Figure 1. Signal wires on met1 (run 1).
The bar under the picture is 20 um long.
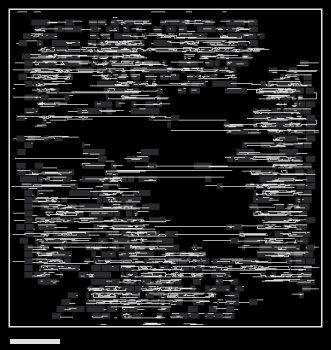
Figure 2. Metal 2 (run 1).
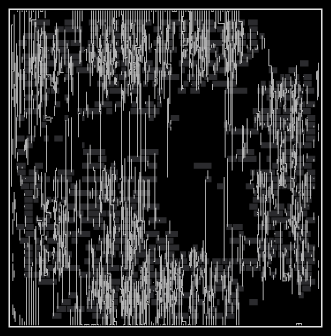
Figure 3. M3 wires (run 1).
The bar under the picture is 20 um long.
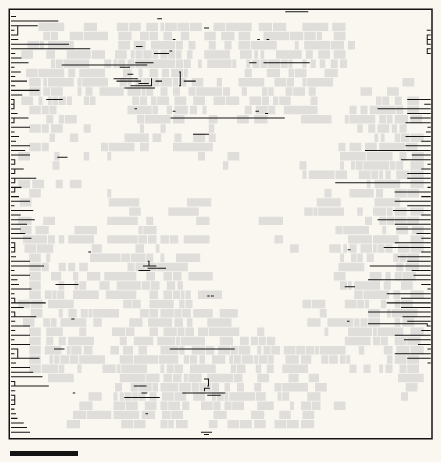
===== src/rtl/c2c_arbiter_if.sv =====
//==============================================================================
// Module      : pipeline (package), c2c_data (interface)
// Description : Core-to-cache data port bundle shared by requesters and cache.
// Revision    : 1.0 - initial release
//==============================================================================
`default_nettype none

package pipeline;
    localparam int XLEN = 32;
endpackage

interface c2c_data;
    logic                          re;
    logic                          we;
    logic [pipeline::XLEN/8-1:0]   sel;
    logic [pipeline::XLEN-1:0]     addr;
    logic [pipeline::XLEN-1:0]     data_w;
    logic                          ack;
    logic [pipeline::XLEN-1:0]     data_r;

    modport master (
        output re, we, sel, addr, data_w,
        input  ack, data_r
    );

    modport slave (
        input  re, we, sel, addr, data_w,
        output ack, data_r
    );
endinterface

`default_nettype wire


===== src/rtl/c2c_arbiter.sv =====
//==============================================================================
// Module      : c2c_arbiter
// Description : Two-requester arbiter sharing one core-to-cache data port.
// Revision    : 1.0 - initial release
//==============================================================================
`default_nettype none

module c2c_arbiter #(
    parameter int FAIR = 1
) (
    input  wire logic clk,
    input  wire logic rst_n,
    c2c_data.slave    m0,
    c2c_data.slave    m1,
    c2c_data.master   s
);

    typedef enum logic [1:0] {
        IDLE = 2'd0,
        OWN0 = 2'd1,
        OWN1 = 2'd2
    } state_t;

    state_t r_state;
    state_t w_next;
    logic   r_last;
    logic   w_req0;
    logic   w_req1;
    logic   w_grant_vld;
    logic   w_grant_idx;

    assign w_req0 = m0.re | m0.we;
    assign w_req1 = m1.re | m1.we;

    always_ff @(posedge clk or negedge rst_n) begin
        if (!rst_n) begin
            r_state <= IDLE;
            r_last  <= 1'b1;
        end else begin
            r_state <= w_next;
            if (w_grant_vld && s.ack) begin
                r_last <= w_grant_idx;
            end
        end
    end

    always_comb begin
        w_next      = r_state;
        w_grant_vld = 1'b0;
        w_grant_idx = 1'b0;
        case (r_state)
            IDLE: begin
                if (w_req0 && w_req1) begin
                    w_grant_vld = 1'b1;
                    w_grant_idx = (FAIR != 0) ? ~r_last : 1'b0;
                end else if (w_req0) begin
                    w_grant_vld = 1'b1;
                    w_grant_idx = 1'b0;
                end else if (w_req1) begin
                    w_grant_vld = 1'b1;
                    w_grant_idx = 1'b1;
                end
                // An ack in the request cycle completes it without locking.
                if (w_grant_vld && !s.ack) begin
                    w_next = w_grant_idx ? OWN1 : OWN0;
                end
            end
            OWN0: begin
                w_grant_vld = 1'b1;
                w_grant_idx = 1'b0;
                if (s.ack) w_next = IDLE;
            end
            OWN1: begin
                w_grant_vld = 1'b1;
                w_grant_idx = 1'b1;
                if (s.ack) w_next = IDLE;
            end
            default: w_next = IDLE;
        endcase
        // Reset silences the cache port immediately, not at the next edge.
        if (!rst_n) begin
            w_grant_vld = 1'b0;
            w_next      = IDLE;
        end
    end

    always_comb begin
        s.re     = 1'b0;
        s.we     = 1'b0;
        s.sel    = '0;
        s.addr   = '0;
        s.data_w = '0;
        if (w_grant_vld) begin
            if (w_grant_idx) begin
                s.re     = m1.re;
                s.we     = m1.we;
                s.sel    = m1.sel;
                s.addr   = m1.addr;
                s.data_w = m1.data_w;
            end else begin
                s.re     = m0.re;
                s.we     = m0.we;
                s.sel    = m0.sel;
                s.addr   = m0.addr;
                s.data_w = m0.data_w;
            end
        end
    end

    assign m0.ack    = s.ack & w_grant_vld & ~w_grant_idx;
    assign m1.ack    = s.ack & w_grant_vld &  w_grant_idx;
    assign m0.data_r = s.data_r;
    assign m1.data_r = s.data_r;

`ifndef SYNTHESIS
    a_owner_holds_req: assert property (@(posedge clk) disable iff (!rst_n)
        ((r_state == OWN0) |-> w_req0) and ((r_state == OWN1) |-> w_req1))
        else $error("c2c_arbiter: owner dropped its request before ack");
`endif

endmodule

`default_nettype wire


===== src/flat_wrapper.sv =====
// flat-port wrapper written by rule: the top's interface ports become plain ports
module c2c_arbiter_flat 
#(
    parameter int FAIR = 1
)
  (clk, rst_n, m0_re, m0_we, m0_sel, m0_addr, m0_data_w, m0_ack, m0_data_r, m1_re, m1_we, m1_sel, m1_addr, m1_data_w, m1_ack, m1_data_r, s_re, s_we, s_sel, s_addr, s_data_w, s_ack, s_data_r);
  c2c_data m0_i ();
  c2c_data m1_i ();
  c2c_data s_i ();
  input  wire logic clk;
  input  wire logic rst_n;
  input wire logic [$bits(m0_i.re)-1:0] m0_re;
  input wire logic [$bits(m0_i.we)-1:0] m0_we;
  input wire logic [$bits(m0_i.sel)-1:0] m0_sel;
  input wire logic [$bits(m0_i.addr)-1:0] m0_addr;
  input wire logic [$bits(m0_i.data_w)-1:0] m0_data_w;
  output wire logic [$bits(m0_i.ack)-1:0] m0_ack;
  output wire logic [$bits(m0_i.data_r)-1:0] m0_data_r;
  input wire logic [$bits(m1_i.re)-1:0] m1_re;
  input wire logic [$bits(m1_i.we)-1:0] m1_we;
  input wire logic [$bits(m1_i.sel)-1:0] m1_sel;
  input wire logic [$bits(m1_i.addr)-1:0] m1_addr;
  input wire logic [$bits(m1_i.data_w)-1:0] m1_data_w;
  output wire logic [$bits(m1_i.ack)-1:0] m1_ack;
  output wire logic [$bits(m1_i.data_r)-1:0] m1_data_r;
  output wire logic [$bits(s_i.re)-1:0] s_re;
  output wire logic [$bits(s_i.we)-1:0] s_we;
  output wire logic [$bits(s_i.sel)-1:0] s_sel;
  output wire logic [$bits(s_i.addr)-1:0] s_addr;
  output wire logic [$bits(s_i.data_w)-1:0] s_data_w;
  input wire logic [$bits(s_i.ack)-1:0] s_ack;
  input wire logic [$bits(s_i.data_r)-1:0] s_data_r;
  assign m0_i.re = m0_re;
  assign m0_i.we = m0_we;
  assign m0_i.sel = m0_sel;
  assign m0_i.addr = m0_addr;
  assign m0_i.data_w = m0_data_w;
  assign m0_ack = m0_i.ack;
  assign m0_data_r = m0_i.data_r;
  assign m1_i.re = m1_re;
  assign m1_i.we = m1_we;
  assign m1_i.sel = m1_sel;
  assign m1_i.addr = m1_addr;
  assign m1_i.data_w = m1_data_w;
  assign m1_ack = m1_i.ack;
  assign m1_data_r = m1_i.data_r;
  assign s_re = s_i.re;
  assign s_we = s_i.we;
  assign s_sel = s_i.sel;
  assign s_addr = s_i.addr;
  assign s_data_w = s_i.data_w;
  assign s_i.ack = s_ack;
  assign s_i.data_r = s_data_r;
  c2c_arbiter #(.FAIR(FAIR)) u_core (.clk(clk), .rst_n(rst_n), .m0(m0_i), .m1(m1_i), .s(s_i));
endmodule

===== config.mk =====
export PLATFORM = sky130hd
export DESIGN_NAME = c2c_arbiter_flat
export DESIGN_NICKNAME = d
export VERILOG_FILES = /design/src/rtl/c2c_arbiter_if.sv /design/src/rtl/c2c_arbiter.sv /design/src/flat_wrapper.sv
export SDC_FILE = /design/constraint.sdc
export NUM_CORES = 1
export LEC_CHECK = 0
export CORE_AREA = 2 2 122 124
export CTS_CLUSTER_DIAMETER = 30
export DETAILED_ROUTE_END_ITERATION = 12
export DIE_AREA = 0 0 124 126
export SETUP_SLACK_MARGIN = 0.5
export SLEW_MARGIN = 5
export SYNTH_ARGS = -nofsm -noshare
export SYNTH_HDL_FRONTEND = slang
export SYNTH_SLANG_ARGS = --single-unit

===== constraint.sdc =====
create_clock -name clk -period 2.4 [get_ports clk]
set_clock_uncertainty 0.05 [all_clocks]
set_input_delay 0.48 -clock clk [delete_from_list [all_inputs] [get_ports clk]]
set_output_delay 0.48 -clock clk [all_outputs]
set_load 0.03 [all_outputs]

==> run summary, run 1 <==
yosys + openroad results -> status finished, violations left, failing checks setup timing, Buf+Inv Stages, Crit Path 6, critical path endpoint category output pin, CP arrival roughly 2 ns, Wirelength per Cell 18.4 um, Mapped Area 2940 um2, CP required 1.87 ns, Clk network pwr share 4.8%, I/O pin count 311, antenna viol nets, final 0, most used cell, CP buf_12, nets 855, switching pwr 2.89 mW, largest net degree at the start of global routing around 58, Post-Layout Cell Count 860, Total GRT Usage 18.4%, FP Core Util 20.5%, Worst Slack Setup Final -0.132 ns, Critical Path, Cell by Cell inv_2 -> ha_4 -> o41a_1 -> o21ai_4 -> buf_12 -> buf_12 -> buf_12 -> buf_12 -> a31oi_4 -> buf_6, final wirelength between 15,000 and 20,000 um, Comb pwr share 93.6%, Die Wd roughly 120 um, DRT Pass-1 Iters 4, area fraction in xor and xnor cells 0%, synth warn 0, CP Launch Type register, Yosys chip area 2940 um2, TNS Setup -3.27 ns, Peak VDD IR ~0.00029 V, Layout Utilization a little under half, Commonest flop dfrtp_1, port bufs 214, Post-synth seq share 2.60%, worst-path maximum fanout 8, Post-Syn Instances slightly above 500, CTS H-tree lvls 1, Power Dens Cells ~820 nW/um2, vias in the first global route around 4,500, number of enable flip-flop cells 0, Distinct lib cells used 30, Syn Nets about 680, most instantiated cells after synthesis nor2b_1, a31oi_1, nand2_1, o21ai_0, nand4_1, Placement Cell Area 5830 um2, share of layout cells above drive strength 1 35.8%, Sw Share 52.5%, Die ar. 15,600 um2, share of flip-flops with an asynchronous set or reset 100%, vias 4,527, final instance area around 6700 um2, area share, top type 16.6%, final slew viol count 0, ao+oa area frac between 30% and 40%, Row Count 44, Flops after synth 3, adder-cell share of the synthesized area 1.28%, Max-Cap Viols 0, placed cell count 826, Fin. Hold Viols 0, Mux area share 0.383%, fin crit period 2.53 ns, first-pass GRT wire length 23,200 um, fmax 0.395 GHz, LEAKAGE 2.28 nW, final setup fails roughly 61, CP max stage cell dfrtp_1, HP Class in -> async, Reg power frac 1.6%, Die Y-Extent roughly 130 um, Mean Syn Cell Area 5.84 um2, DR iter-0 viols 302, DPL Wire Length 11,300 um, initial antenna violation count 0, Main area contributors buf_4, nor2b_1, a31oi_1, clk_lat worst skew 0.22 ns, crit-path leading delay family buffers and inverters, CP Class reg -> out, cts bufs inserted 3, clock tree from TritonCTS done, RSZ-0062 raised after global routing yes, CTS sink count 3
Notes on Figure 1 above:
The layer carries 5,990 um of wire. 647 nets have wire on it.

Notes on Figure 2 above:
The layer carries 8,360 um of wire. 748 nets have wire on it. The longest straight run is 64.4 um.

Notes on Figure 3 above:
The longest straight run is 33.4 um. The layer holds 6.7% of the routed length. The layer carries 1,050 um of wire. The wires run mostly horizontal.

[run 1: state kept, by name (all words and copies together) (netlist names)]
| name | count |
|---|---|
| u_core.r_state | 2 |
| u_core.r_last | 1 |
[run 1: power by group through the flow]
| stage | registers (mW) | clock network, mW | logic [mW] |
|---|---|---|---|
| 4_1_cts | 0.0877 | 0.268 | 4.90 |
| 3_5_place_dp | 0.0858 | 0 | 4.35 |
| 5_1_grt | 0.0883 | 0.274 | 5.43 |
| 6_report | 0.0876 | 0.264 | 5.15 |
| 2_1_floorplan | 0.0881 | 0 | 3.04 |
| 3_3_place_gp | 0.0860 | 0 | 4.30 |
[run 1: final cells by class]
class / count / area [um2]
repair buffers: 292 / 3180
flip-flops and latches: 3 / 76.3
inverters: 3 / 11.3
fillers: 1387 / 7610
multi-input cells: 374 / 3130
clock buffers: 4 / 78.8
well taps: 184 / 230
[run 1: metrics by stage]
step | worst slack (ns) | power (mW) | hold slack (ns)
global placement | -0.622 | 4.38 | 0.524
global route | -0.204 | 5.79 | 0.262
CTS | -0.155 | 5.26 | 0.234
floorplan | 0.150 | 3.13 | 0.134
detailed placement | -0.638 | 4.44 | 0.555
finish | -0.132 | 5.50 | 0.231
[run 1: routing by layer]
| layer | up-vias | routed length (um) | global-route usage (%) |
|---|---|---|---|
| li1 | 2128 | - | - |
| met1 | 2143 | 5990 | 20.5 |
| met2 | 218 | 8360 | 35.3 |
| met3 | 38 | 1050 | 1.99 |
| met4 | 0 | 453 | 6.61 |
| met5 | - | 0 | 0 |
[run 1: worst reg2reg max path, cell delays in order, from the launching register on]
cell,delay (ns)
dfrtp_1,0.40
inv_2,0.09
ha_4,0.16
buf_4,0.25
bufbuf_16,0.35
inv_1,0.05
a2111o_1,0.28
a21boi_1,0.16
[run 1: logic make-up after synthesis]
group                    count (synthesis)
AND-OR/OR-AND                          152
adder cells (fa/ha/maj)                  3
buffers and inverters                  126
flip-flops                               3
multiplexers                             1
AND/OR/NAND/NOR                        218
[run 1: cells in the final DEF, fill, tap and decap left out, types with 2 or more instances in the layout]
master	count
nor2b_1	65
buf_12	24
inv_2	2
o21ai_4	3
a21boi_1	2
nand3_1	2
a31oi_4	57
ha_4	2
o21ai_1	32
buf_6	58
nor2b_2	3
a31oi_1	13
nand4_1	68
o221ai_1	2
buf_4	63
buf_8	3
nor2b_4	5
bufbuf_16	2
o21ai_2	6
dfrtp_1	2
o21ai_0	32
nand2_1	70
clkdlybuf4s50_1	137
clkbuf_16	5
[run 1: worst paths after layout]
path                                    from                 to  slack [ns]  cells past startpoint
setup / recovery           u_core.r_state[0]         s_addr[30]       -0.13                     10
hold reg to reg            u_core.r_state[0]  u_core.r_state[0]        0.55                      2
min in group clk           u_core.r_state[0]  u_core.r_state[0]        0.55                      2
max in group asynchronous              rst_n      u_core.r_last        1.88                      2
setup reg to reg           u_core.r_state[0]  u_core.r_state[0]        0.54                      7
hold / removal                         rst_n  u_core.r_state[1]        0.23                      2
[run 1: repair_timing]
item / 4_1_cts / 5_1_grt
gates resized: 140 / 62
endpoints found under the setup margin: 75 / 73
pin swaps: 4 / 3
gates cloned: 3 / 2
setup buffers: 16 / 9
Figure 4. A small window of the routed layout (run 1).
Region (16, 16) to (46, 46) um. Cells in grey, sequential cells in the stronger grey; small squares are vias.
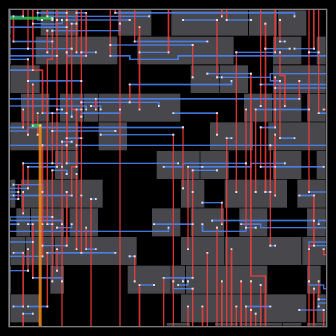

==> run 1 -> run 2 <==
--- a/config.mk
+++ b/config.mk
@@ -5,10 +5,11 @@
 export SDC_FILE = /design/constraint.sdc
 export NUM_CORES = 1
 export LEC_CHECK = 0
-export CORE_AREA = 2 2 122 124
+export ABC_AREA = 1
+export CORE_AREA = 2 2 119 121
 export CTS_CLUSTER_DIAMETER = 30
 export DETAILED_ROUTE_END_ITERATION = 12
-export DIE_AREA = 0 0 124 126
+export DIE_AREA = 0 0 121 123
 export SETUP_SLACK_MARGIN = 0.5
 export SLEW_MARGIN = 5
 export SYNTH_ARGS = -nofsm -noshare
Figure 5. A small window of the routed layout (run 2).
Region (15, 16) to (45, 46) um. Cells in grey, sequential cells in the stronger grey; small squares are vias.
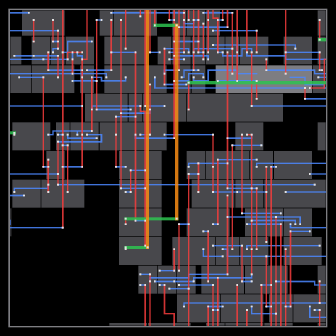
Key: met3 = green; met1 = blue; met4 = orange; met2 = red
Netlist names of flops here include `u_core.r_state` (1). Sequential cells in the window: 1. Most frequent: buf_6 (13), nand2_1 (8). 63 logic cells have their middle in the window.

==> run summary, run 2 <==
yosys + openroad results -> status finished, violations left, failing checks setup timing, Worst Slack Setup Final -0.0543 ns (+0.0778 ns), cts bufs inserted 3 (unchanged), fmax 0.407 GHz (+3.2%), CP Class reg -> out, Sw Share 56.1% (+3.6 points), Mean Syn Cell Area 6.03 um2 (+3.2%), switching pwr 4.39 mW (+52%), I/O pin count 311 (unchanged), DRT Pass-1 Iters 4 (unchanged), RSZ-0062 raised after global routing yes, CP Launch Type register, most instantiated cells after synthesis nand2_1, nor2_1, a21oi_1, Post-Syn Instances 421 (-16%), Fin. Hold Viols 0 (unchanged), Commonest flop dfrtp_1, number of enable flip-flop cells 0 (unchanged), final setup fails 53 (-13%), Peak VDD IR 0.000548 V (+88%), Clk network pwr share 3.4% (-1.4 points), share of flip-flops with an asynchronous set or reset 100% (unchanged), max FFs per register 2 (unchanged), Row Count 43 (-2.3%), Die Y-Extent 123 um (-2.4%), nets 762 (-11%), antenna viol nets, final 0 (unchanged), Worst R2R Setup Slack 0.53 ns (about the same), critical path endpoint category output pin, clk_lat worst skew 0.22 ns (about the same), final slew viol count 0 (unchanged), Distinct lib cells used 22 (-27%), Power Dens Cells 1410 nW/um2 (+72%), Layout Utilization 40.8% (-6.0 points), Placer Congestion slightly above 0.7, CTS H-tree lvls 1 (unchanged), Post-synth seq share 3.01% (+0.41 points), Syn Nets 599 (-12%), CP arrival 1.92 ns (-0.08 ns), share of layout cells above drive strength 1 43.4% (+7.6 points), area share, top type 21.0% (+4.4 points), Comb pwr share 95.3% (+1.7 points), DR iter-0 viols 64 (-79%), DPL Wire Length 7120 um (-37%), Total GRT Usage 12.4% (-6.1 points), Post-Place Worst Slack -0.214 ns (+0.423 ns), HP Class in -> async, Largest regs u_core.r_state: 2 flops, u_core.r_last: 1 flops, Wirelength per Cell 13.7 um (-26%), most frequent cells in the layout clkdlybuf4s50_1, nor2_4, nand3b_1, largest register by flop count u_core.r_state, Int Power 3.44 mW, final wirelength 10,500 um (-34%), Die ar. 14,900 um2 (-4.7%), fin crit period 2.45 ns (-0.0778 ns), CP required 1.87 ns (about the same), Yosys chip area 2540 um2 (-14%), Reg power frac 1.4% (-0.2 points), FP Core Util 18.6% (-1.9 points), synth warn 0 (unchanged), Flops after synth 3 (unchanged), Max-Cap Viols 0 (unchanged), worst-path maximum fanout 5 (-3), GRT overflow 0, first-pass GRT wire length 15,300 um (-34%), clock tree from TritonCTS done, CTS sink count 3 (unchanged), Mapped Area 2540 um2 (-14%), largest net degree at the start of global routing 67 (+16%), Die Wd 121 um (-2.4%), most frequent logic cell in the layout clkdlybuf4s50_1, layout filler cell count 1,355 (-2.3%), vias in the first global route 3,212 (-29%), LEAKAGE 2.22 nW (-2.7%)
## run 2: cell type report
class	count	area, um2	area share (%)
sequential	3	76.3	1.37
multi-input combinational	308	2340	42.1
inverter	9	50.0	0.900
clock buffer	4	78.8	1.42
tap	180	225	4.05
antenna	1	2.50	0.0450
timing repair buffer	259	2790	50.1
## run 2: cell families after synthesis
family                   count (synthesis)  synth area share [%]
AND/OR/NAND/NOR                        229                  44.9
flip-flops                               3                  3.01
AND-OR/OR-AND                           76                  15.6
adder cells (fa/ha/maj)                  3                  1.48
buffers and inverters                  110                  35.0
## run 2: power by group through the flow
stage                     Combinational (mW)  Sequential [mW]  Clock [mW]
after CTS                               7.18            0.101       0.268
after global placement                  5.99           0.0992           0
after global routing                    7.96            0.108       0.273
after detailed placement                6.04            0.101           0
after floorplan                         4.87           0.0927           0
final                                   7.45            0.106       0.264
## run 2: path summary, 6_finish.rpt
kind | start | endpoint | cells past startpoint
max | u_core.r_state[1] | s_data_w[21] | 9
min | rst_n | u_core.r_state[1] | 2
max reg2reg | u_core.r_state[1] | u_core.r_last | 10
min reg2reg | u_core.r_last | u_core.r_last | 2
max in group asynchronous | rst_n | u_core.r_last | 2
min in group clk | u_core.r_last | u_core.r_last | 2
## run 2: metrics by stage
stage / TNS [ns] / cells / power [mW] / cell area (um2) / hold WS, ns
2_1_floorplan: 0 / 421 / 4.96 / 3080 / 0.134
3_3_place_gp: -11.90 / 732 / 6.09 / 4630 / 0.429
3_5_place_dp: -12.66 / 732 / 6.14 / 4630 / 0.436
4_1_cts: -2.04 / 758 / 7.54 / 5350 / 0.246
5_1_grt: -6.05 / 764 / 8.34 / 5560 / 0.269
6_report: -1.56 / 764 / 7.82 / 5560 / 0.253
## run 2: repair_timing
item	in CTS	in global routing
pin swaps	6	5
setup endpoints to repair	73	73
cloned	5	3
setup buffers	17	2
gates resized	124	30
## run 2: per-layer routing
metal	vias to the layer above	routed length (um)	track usage, %
li1	1639	-	-
met1	1509	3950	14.0
met2	140	5520	23.3
met3	23	750	2.35
met4	0	242	3.85
met5	-	0	0
## run 2: worst max-delay path: stages, from the launching register on
cell	delay (ns)
dfrtp_1	0.41
ha_2	0.19
or2_4	0.26
a21oi_4	0.16
buf_6	0.15
buf_12	0.11
clkbuf_16	0.14
nand2_2	0.06
nor2_4	0.08
buf_6	0.13
Figure 6. Placed standard cells (run 2).
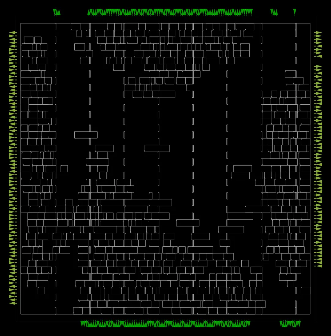

==> run 2 -> run 3 <==
--- a/config.mk
+++ b/config.mk
@@ -6,10 +6,10 @@
 export NUM_CORES = 1
 export LEC_CHECK = 0
 export ABC_AREA = 1
-export CORE_AREA = 2 2 119 121
+export CORE_AREA = 5 5 119 121
 export CTS_CLUSTER_DIAMETER = 30
 export DETAILED_ROUTE_END_ITERATION = 12
-export DIE_AREA = 0 0 121 123
+export DIE_AREA = 0 0 124 126
 export SETUP_SLACK_MARGIN = 0.5
 export SLEW_MARGIN = 5
 export SYNTH_ARGS = -nofsm -noshare
Figure 7. Placed standard cells (run 3).
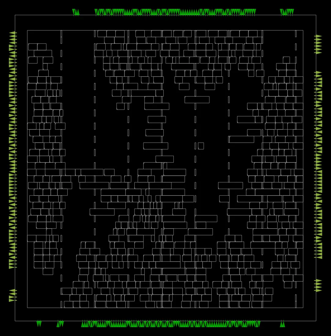
Row Count: 42
Core Region: 13,000 um2
sequential cell area share: 1.25%
Layout Utilization: 47.2%

==> run summary, run 3 <==
yosys + openroad results -> status finished, violations left, failing checks setup timing, cts bufs inserted 3 (unchanged), Die Wd 124 um (+2.5%), most used cell, CP buf_6, Fin. Hold Viols 0 (unchanged), Syn Nets 599 (unchanged), Power Dens Cells 1550 nW/um2 (+10%), Max-Cap Viols 0 (unchanged), synth warn 0 (unchanged), HP Class in -> async, total power 9.50 mW (+21%), final wirelength 13,000 um (+25%), Antenna Cells 0 (-1), Placer Congestion 0.783 (+9.4%), largest net degree at the start of global routing 39 (-42%), CP Launch Type register, Slowest Stage Delay on Critical Path 0.40 ns (about the same), CTS sink count 3 (unchanged), CP arrival 1.94 ns (+0.02 ns), Commonest flop dfrtp_1, number of cells on the critical path 9 (unchanged), vias in the first global route 3,703 (+15%), Mean Syn Cell Area 6.03 um2 (unchanged), antenna viol nets, final 0 (unchanged), Wirelength per Cell 17.1 um (+25%), critical path endpoint category output pin, DR iter-0 viols 100 (+56%), Distinct lib cells used 22 (unchanged), Largest regs u_core.r_state: 2 flops, u_core.r_last: 1 flops, max FFs per register 2 (unchanged), Peak VDD IR 0.000530 V (-3.2%), most frequent cells in the layout clkdlybuf4s50_1, buf_6, nand3b_1, nor2_4, a21oi_2, most frequent logic cell in the layout clkdlybuf4s50_1, fmax 0.405 GHz (-0.54%), share of flip-flops with an asynchronous set or reset 100% (unchanged), CP max stage cell dfrtp_1, I/O pin count 311 (unchanged), CP required 1.87 ns (about the same), final slew viol count 0 (unchanged), clk_lat worst skew 0.22 ns (about the same), Post-synth seq share 3.01% (unchanged), Mapped Area 2540 um2 (unchanged), final setup fails 30 (-43%), Post-Layout Cell Count 763 (-0.13%), Worst Slack Setup Final -0.0676 ns (-0.0133 ns), number of enable flip-flop cells 0 (unchanged), CP Class reg -> out, worst-path maximum fanout 5 (unchanged), Total GRT Usage 15.1% (+2.7 points), largest register by flop count u_core.r_state, RSZ-0062 raised after global routing yes, CTS H-tree lvls 1 (unchanged), most instantiated cells after synthesis nand2_1, nor2_1, a21oi_1, Die Y-Extent 126 um (+2.4%), DPL Wire Length 7900 um (+11%)
run 3: cell counts after synthesis:
Identical to the previous run, type by type.
run 3: report_power, final:
group	internal (mW)	total, mW	switching, mW
clock	0.219	0.264	0.0446
combinational	4.16	9.13	4.97
sequential	0.0800	0.102	0.0221
run 3: routing by layer:
layer,up-vias,routed length [um],track usage [%]
li1,1654,-,-
met1,1626,4560,15.7
met2,157,7020,28.8
met3,34,1110,3.27
met4,0,342,5.41
met5,-,0,0
run 3: worst paths after layout:
path                                        start                 to  slack (ns)
worst max register to register  u_core.r_state[1]      u_core.r_last        0.61
worst min register to register      u_core.r_last      u_core.r_last        0.44
worst max-delay path            u_core.r_state[1]       s_data_w[29]       -0.07
min in group clk                    u_core.r_last      u_core.r_last        0.44
max in group asynchronous                   rst_n      u_core.r_last        1.87
worst min-delay path                        rst_n  u_core.r_state[0]        0.24
run 3: through the flow:
step	hold slack [ns]	setup slack, ns	area (um2)
after floorplan	0.134	0.387	3080
after global routing	0.251	-0.129	6130
after detailed placement	0.429	-0.220	4600
final	0.243	-0.0676	6130
after global placement	0.420	-0.201	4600
after CTS	0.243	-0.0572	5880
run 3: what timing repair did:
item,4_1_cts,5_1_grt
pin swaps,14,13
setup buffers,17,1
gates resized,199,48
setup endpoints to repair,73,73
gates cloned,12,5
run 3: area by class of cell:
class,instances,area (um2)
fill,1234,6850
timing repair buffer,263,3140
multi-input combinational,308,2580
tap,176,220
clock buffer,4,78.8
sequential,3,76.3
inverter,9,36.3
run 3: logic make-up (layout without fill, tap and decap cells):
group	after synthesis	in the layout	synth area share, %
adder cells (fa/ha/maj)	3	3	1.48
AND-OR/OR-AND	76	76	15.6
AND/OR/NAND/NOR	229	229	44.9
flip-flops	3	3	3.01
buffers and inverters	110	276	35.0
Power is estimated from default activity; no workload was simulated.
